Design fifo_mem, sky130hd; sources not shown.
run_1/clocks.png
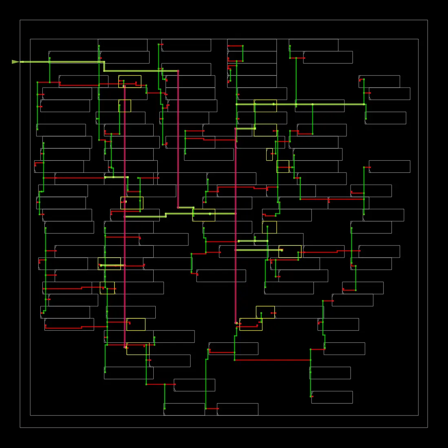
clock sink count: 102
worst skew pair latency: 370 ps
clock group power: 0.454 mW
clkbuf count: 10
Flops: 102

run_1/logic_types.png
Bar = 20 um.
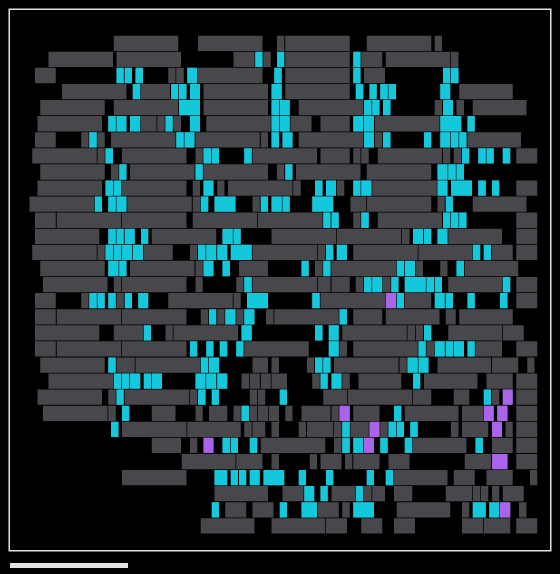
legend:
  nand cells:
    color: cyan
    cells: 217
    most_used: nand2_1
    where: all over the die
  aoi and oai cells:
    color: purple
    cells: 11
    most_used: o21ai_0
    where: lower right
post-route insts no fill: 608
Comb area share: 0.246
most frequent logic cell in the layout: nand2_1

run_1/io_placement.png
Pins as bars across the die edge, other pins in gray.
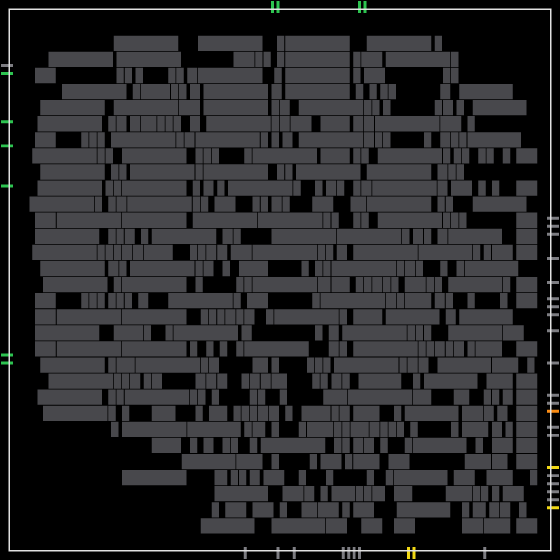
legend:
  `count`:
    color: yellow
    pins: 4
    direction: output
    edge: 2 bottom, 2 right
  `almost_empty`:
    color: orange
    pins: 1
    direction: output
    edge: right
  `data_in`:
    color: green
    pins: 10
    direction: input
    edge: 6 left, 4 top
Die W: 91.3 um
die height: 91.3 um
PortBufs: 41

==> impl_metrics.toml, run 1 <==
# flow metrics
[outcome]
status = "completed"

[detailed_routing]
drtIter0Drc = 190
drc = 0
vias = 3267
wl_per_cell_um = 15.3
drtAntennaViolNets = 0
wl_um = 9320
post_drt_via_cell_ratio = 5.37
firstDrtPassIters = 5

[sta]
finalMaxSlewViolations = 0
max_freq_ghz = 0.305
whs_ps = 423
min_period_over_period = 0.624
worst_slack_ps = 1980
rsz0062_at_grt = "no"
period_minus_slack_ps = 3270
slew_headroom = 0.272

[grt]
met2_usage = 0.412
grt_first_pass_wirelength_um = 15400
grt_use_total = 0.241
grt_antenna_before_repair = 0
grt-busiest-layer = "met2"
use_met1 = 0.292
overflow = 0
grt_pass1_vias = 3330
grt_max_degree = 43
met3_usage = 0.0390

[floorplanning]
fp.coreArea_um2 = 7330
fp_util = 0.645
io_pins = 42
chip_area_um2 = 8340

[synth]
synth_cell_types = 30
yosys_warnings = 0
syn-instance-count = 464
netlist.area_leader.share = 0.508
synth-seq-cells = 102
post-synth-top-count-cell = "nand2_1"
yosys-top-cells-area = "edfxtp_1, dfrtp_1, nand2_1"
async_flop_share = 0.216
ff_type = "edfxtp_1"
syn_area_um2 = 4730
post_synth.cell_area_avg_um2 = 10.2
postSynthSeqShare = 0.625
largest_area_cell = "edfxtp_1"
synthTopCellsByCount = "nand2_1, inv_1, edfxtp_1"
syn_nets = 500
ys_chip_area_um2 = 4730
enable_flop_cells = 80

[setup_path]
critPathMaxStageDelay_ps = 550
reg2reg_depth = 15
slowest_stage = "clkdlybuf4s50_1"
cp_num_buf_inv = 3
path_depth = 7
crit_family = "buffers and inverters"
cp.required_ps = 4410
critPathKind = "in2out"
critPathLaunchType = "input port"
arrival_ps = 2440
worstPathCellList = "clkdlybuf4s50_1 > inv_1 > ha_1 > a21oi_1 > o21ai_0 > o21ai_0 > clkdlybuf4s50_1"
crit_fanout = 2
r2r_slack_ps = 2560
setup.worst_path.end_class = "output pin"

[final_layout]
nNetsFinal = 540
post-route-util = 0.727
finalInstanceArea_um2 = 5330
fillers = 506
layout.area.comb_um2 = 1310
syn2layout_area_growth_pct = 12.7
n_antenna_cell = 0
seq_area_um2 = 2950
largest_register_ffs = 80

[clocking]
cts_resized = 0
post_cts_buffers = 0
path_clk_slew_ps = 90
numCtsBuffers = 9
clk_path_buf_depth = 2
postCtsHoldBufs = 0
cts-htree-levels = 3

[power]
swShare = 0.392
ir_drop_uv = 254
switching_power_mw = 1.05
pwr-share-clk = 0.170
power.internal_mw = 1.63
combPwrFrac = 0.394
leakage_nw = 2.37
p_total_mw = 2.67

[job]
drv_cap = 0
warning_count = 26

[placed_design]
gp_congestion = 0.766
place_ws_ps = 1980
place_inst = 592
post-dp-hpwl_um = 5940

[min_path]
hp-class = "reg2reg"
holdPathStages = 1
run 1: area by class of cell:
class | instances | area share
clock inverters | 6 | 0.0103
flip-flops and latches | 102 | 0.554
repair buffers | 46 | 0.0827
well taps | 99 | 0.0233
multi-input cells | 262 | 0.246
clock buffers | 10 | 0.0240
inverters | 83 | 0.0592
run 1: cell usage in the layout, fill, tap and decap left out, types with 9 or more instances in the layout:
cell and count:
nand2_1 146, inv_1 81, edfxtp_1 80, nand3_1 58, clkdlybuf4s50_1 29, dfrtp_1 22, ha_1 13, dlygate4sd3_1 12
nand3_2 10, nor2_1 9, clkbuf_8 9
run 1: layer usage:
layer,vias up,share of wire
met4,0,0.030
li1,1568,-
met1,1515,0.39
met3,27,0.082
met2,157,0.50
met5,-,0
run 1: kinds of logic (layout without fill, tap and decap cells):
logic type / count (synthesis) / in the layout / share of synthesized area
and+or+nand+nor: 233 / 233 / 0.226
DFF: 102 / 102 / 0.625
buffers and inverters: 100 / 145 / 0.0905
adders and majority gates: 14 / 14 / 0.0386
AOI/OAI and AO/OA: 11 / 11 / 0.0130
xor gates and xnor gates: 4 / 4 / 0.00741
run 1: power by group through the flow:
stage	clock, mW	combinational (mW)	sequential, mW
2_1_floorplan	0	0.740	1.15
3_3_place_gp	0	1.01	1.17
3_5_place_dp	0	1.06	1.18
4_1_cts	0.459	1.07	1.16
5_1_grt	0.500	1.19	1.18
6_report	0.454	1.05	1.16
run_1/wires.png
Only two layers are drawn.
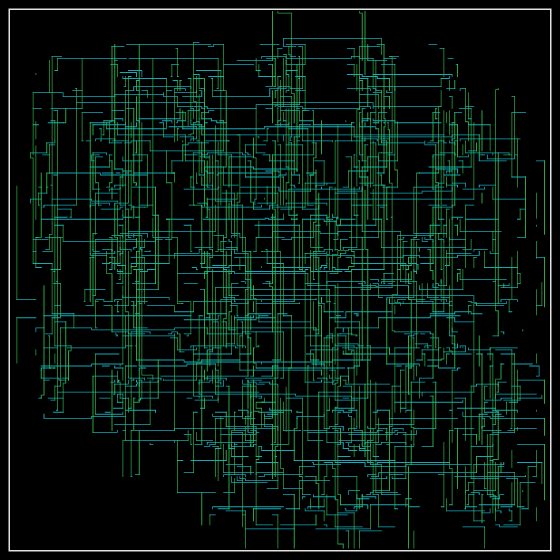

## Run 2: what changed since run 1
--- a/config.mk
+++ b/config.mk
@@ -6,13 +6,13 @@
 export NUM_CORES = 1
 export LEC_CHECK = 0
 export ABC_AREA = 1
-export ABC_CLOCK_PERIOD_IN_PS = 5250
+export ABC_CLOCK_PERIOD_IN_PS = 3200
 export CORE_MARGIN = 2
-export CORE_UTILIZATION = 62
+export CORE_UTILIZATION = 57
 export CTS_CLUSTER_DIAMETER = 60
 export CTS_CLUSTER_SIZE = 14
 export DETAILED_ROUTE_END_ITERATION = 16
-export PLACE_DENSITY = 0.82
+export PLACE_DENSITY = 0.76
 export RECOVER_POWER = 50
 export SLEW_MARGIN = 20
 export SYNTH_ARGS = -nofsm -noshare
==> constraint.sdc (replaced) <==
create_clock -name clk -period 3.2 [get_ports clk]
set_clock_uncertainty 0.05 [all_clocks]
set_input_delay 0.48 -clock clk [delete_from_list [all_inputs] [get_ports clk]]
set_output_delay 0.48 -clock clk [all_outputs]
set_load 0.01 [all_outputs]
run_2/wires.png
Only two layers are drawn.
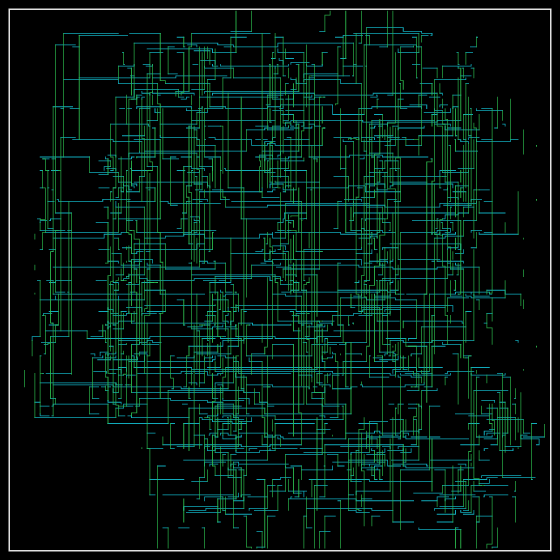
legend:
  metal 2:
    color: green
    wire_length: 4700 um
  metal 1:
    color: cyan
    wire_length: 3870 um
Global Route Usage Sum: 0.223
Routed WL per cell: 15.1 um

run_2/io_placement.png
Pins as bars across the die edge, other pins in gray.
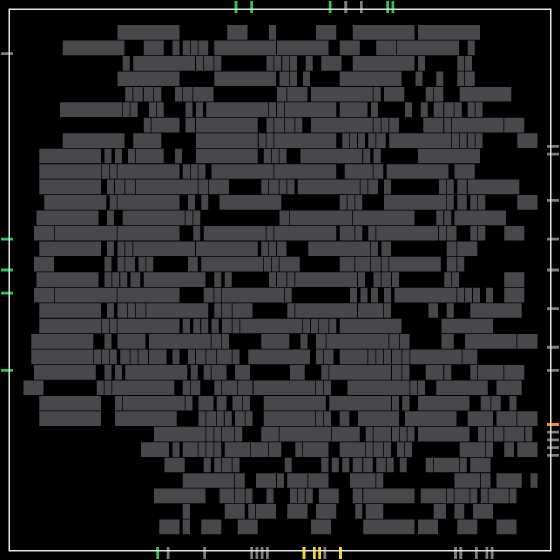
legend:
  `count`:
    color: yellow
    pins: 4
    direction: output
    edge: bottom
  `data_in`:
    color: green
    pins: 10
    direction: input
    edge: 5 top, 4 left, 1 bottom
  `almost_empty`:
    color: orange
    pins: 1
    direction: output
    edge: right
all pins by edge: 17 bottom, 13 right, 7 top, 5 left
die height: 95.1 um
Die W: 95.1 um

==> run 2 against run 1 <==
  * Worst hold slack improved by 9.3 ps
  * Global-route usage decreased by 1.9 points
  * Clock power up 78%
  * Flip-flop count did not move
  * Synthesized cell count did not move
  * Wire length is 0.29% higher
  * Core utilization down 6.4 points
  * Critical path type is now reg2reg
  * Largest cell class unchanged
==> impl_metrics.toml, run 2 <==
# flow metrics
[synth]
syn_nets = 500
syn_area_um2 = 4730
syn-instance-count = 464
synth-seq-cells = 102
post-synth-top-count-cell = "nand2_1"
post_synth.cell_area_avg_um2 = 10.2
postSynthSeqShare = 0.625
synthTopCellsByCount = "nand2_1, inv_1, edfxtp_1"
ys_chip_area_um2 = 4730
enable_flop_cells = 80
netlist.area_leader.share = 0.508
largest_area_cell = "edfxtp_1"
yosys_warnings = 0
yosys_cells = 464
ff_type = "edfxtp_1"
synth_cell_types = 30
async_flop_share = 0.216
yosys-top-cells-area = "edfxtp_1, dfrtp_1, nand2_1"

[clocking]
clock_sink_count = 102
clk_latency_ps = 370
post_cts_buffers = 0
clk_path_buf_depth = 2
cts-htree-levels = 3
path_clk_slew_ps = 90
cts_tree = "yes"
cts_resized = 0
numCtsBuffers = 9
postCtsHoldBufs = 0
root_buffer = "clkbuf_8"

[floorplanning]
chip_area_um2 = 9040
io_pins = 42
rows = 33
fp_util = 0.581
fp.coreArea_um2 = 8130

[final_layout]
n_antenna_cell = 0
largest_register_ffs = 80
drive_gt1_frac = 0.0756
mostFrequentLayoutCells = "nand2_1, inv_1, edfxtp_1"
nNetsFinal = 547
instances_no_fill = 621
fillers = 617
final_common_cell = "nand2_1"
syn2layout_area_growth_pct = 14.1

[outcome]
status = "completed"

[setup_path]
critPathMaxStageDelay_ps = 860
worstPathCellList = "nor2_1 > nand3_2 > nand2_1 > clkinvlp_2 > nand3_1 > nand2_1"
cp.required_ps = 3400
critPathLaunchType = "flip-flop"
arrival_ps = 2920
reg2reg_depth = 6
r2r_slack_ps = 480
slowest_stage = "clkinvlp_2"
crit_fanout = 15
setup.worst_path.end_class = "flip-flop"
critPathKind = "reg2reg"
worst_path_most_repeated_cell = "nand2_1"

[sta]
period_minus_slack_ps = 2720
setup-violations-final = 0
rsz0062_at_grt = "no"
finalMaxSlewViolations = 0
fin_tns_setup_ps = 0
hold_viol_final = 0
slew_headroom = 0.0974
min_period_over_period = 0.850
max_freq_ghz = 0.368
max_slew.worst_pin.slew_ps = 1350
whs_ps = 432

[detailed_routing]
drtIter0Drc = 251
post_drt_via_cell_ratio = 5.25
firstDrtPassIters = 5
drtAntennaViolNets = 0
drc = 0
wl_um = 9350
vias = 3258

[min_path]
hp-class = "reg2reg"
holdPathStages = 1

[grt]
grt_antenna_before_repair = 0
grt_pass1_vias = 2984
overflow = 0
grt_max_degree = 42
grt_first_pass_wirelength_um = 14700

[placed_design]
post-dp-hpwl_um = 5850
gp_congestion = 0.749
port_buffers = 41
place_inst = 605

[job]
warning_count = 26
drv_cap = 0

[power]
power_density_nw_per_um2 = 826
leakage_nw = 2.42
ir_drop_uv = 561
run 2: cell type report:
class | count | area (um2) | share of cell area
tap | 105 | 131 | 0.0244
clock buffer | 11 | 141 | 0.0262
multi-input combinational | 262 | 1300 | 0.241
inverter | 83 | 315 | 0.0585
timing repair buffer | 53 | 493 | 0.0914
sequential | 102 | 2950 | 0.548
clock inverter | 5 | 58.8 | 0.0109
run 2: cells by family after synthesis:
kind of cell    share of synthesized area
compound gates                     0.0130
xor+xnor                          0.00741
fa+ha+maj                          0.0386
buf+inv                            0.0905
flops                               0.625
simple gates                        0.226
run 2: worst max-delay path: cells and delay by family, from the launching register on:
| family | cells | cell delay [ps] |
|---|---|---|
| AND/OR/NAND/NOR | 5 | 1210 |
| buffers and inverters | 1 | 860 |
| flip-flops | 1 | 480 |
run 2: power by group:
part	switching, mW	internal, mW	total [mW]
combinational	1.06	0.700	1.76
sequential	0.197	1.69	1.89
clock	0.425	0.385	0.810
total	1.68	2.78	4.45
run 2: layer usage:
metal / GRT usage / part of all wire / vias to the layer above
met3: 0.0300 / 0.067 / 10
met1: 0.283 / 0.41 / 1549
met2: 0.383 / 0.50 / 119
met4: 0.0990 / 0.016 / 0
li1: - / - / 1580
met5: 0 / 0 / -
run 2: stage by stage:
stage	cell area [um2]	util	worst slack (ps)	power [mW]
6_report	5390	0.663	480	4.45
5_1_grt	5390	0.663	246	4.78
4_1_cts	5450	0.670	525	4.50
3_5_place_dp	5250	0.645	521	3.70
3_3_place_gp	5250	0.645	574	3.62
2_1_floorplan	4730	-	945	3.10
Power is estimated from default activity; no workload was simulated.
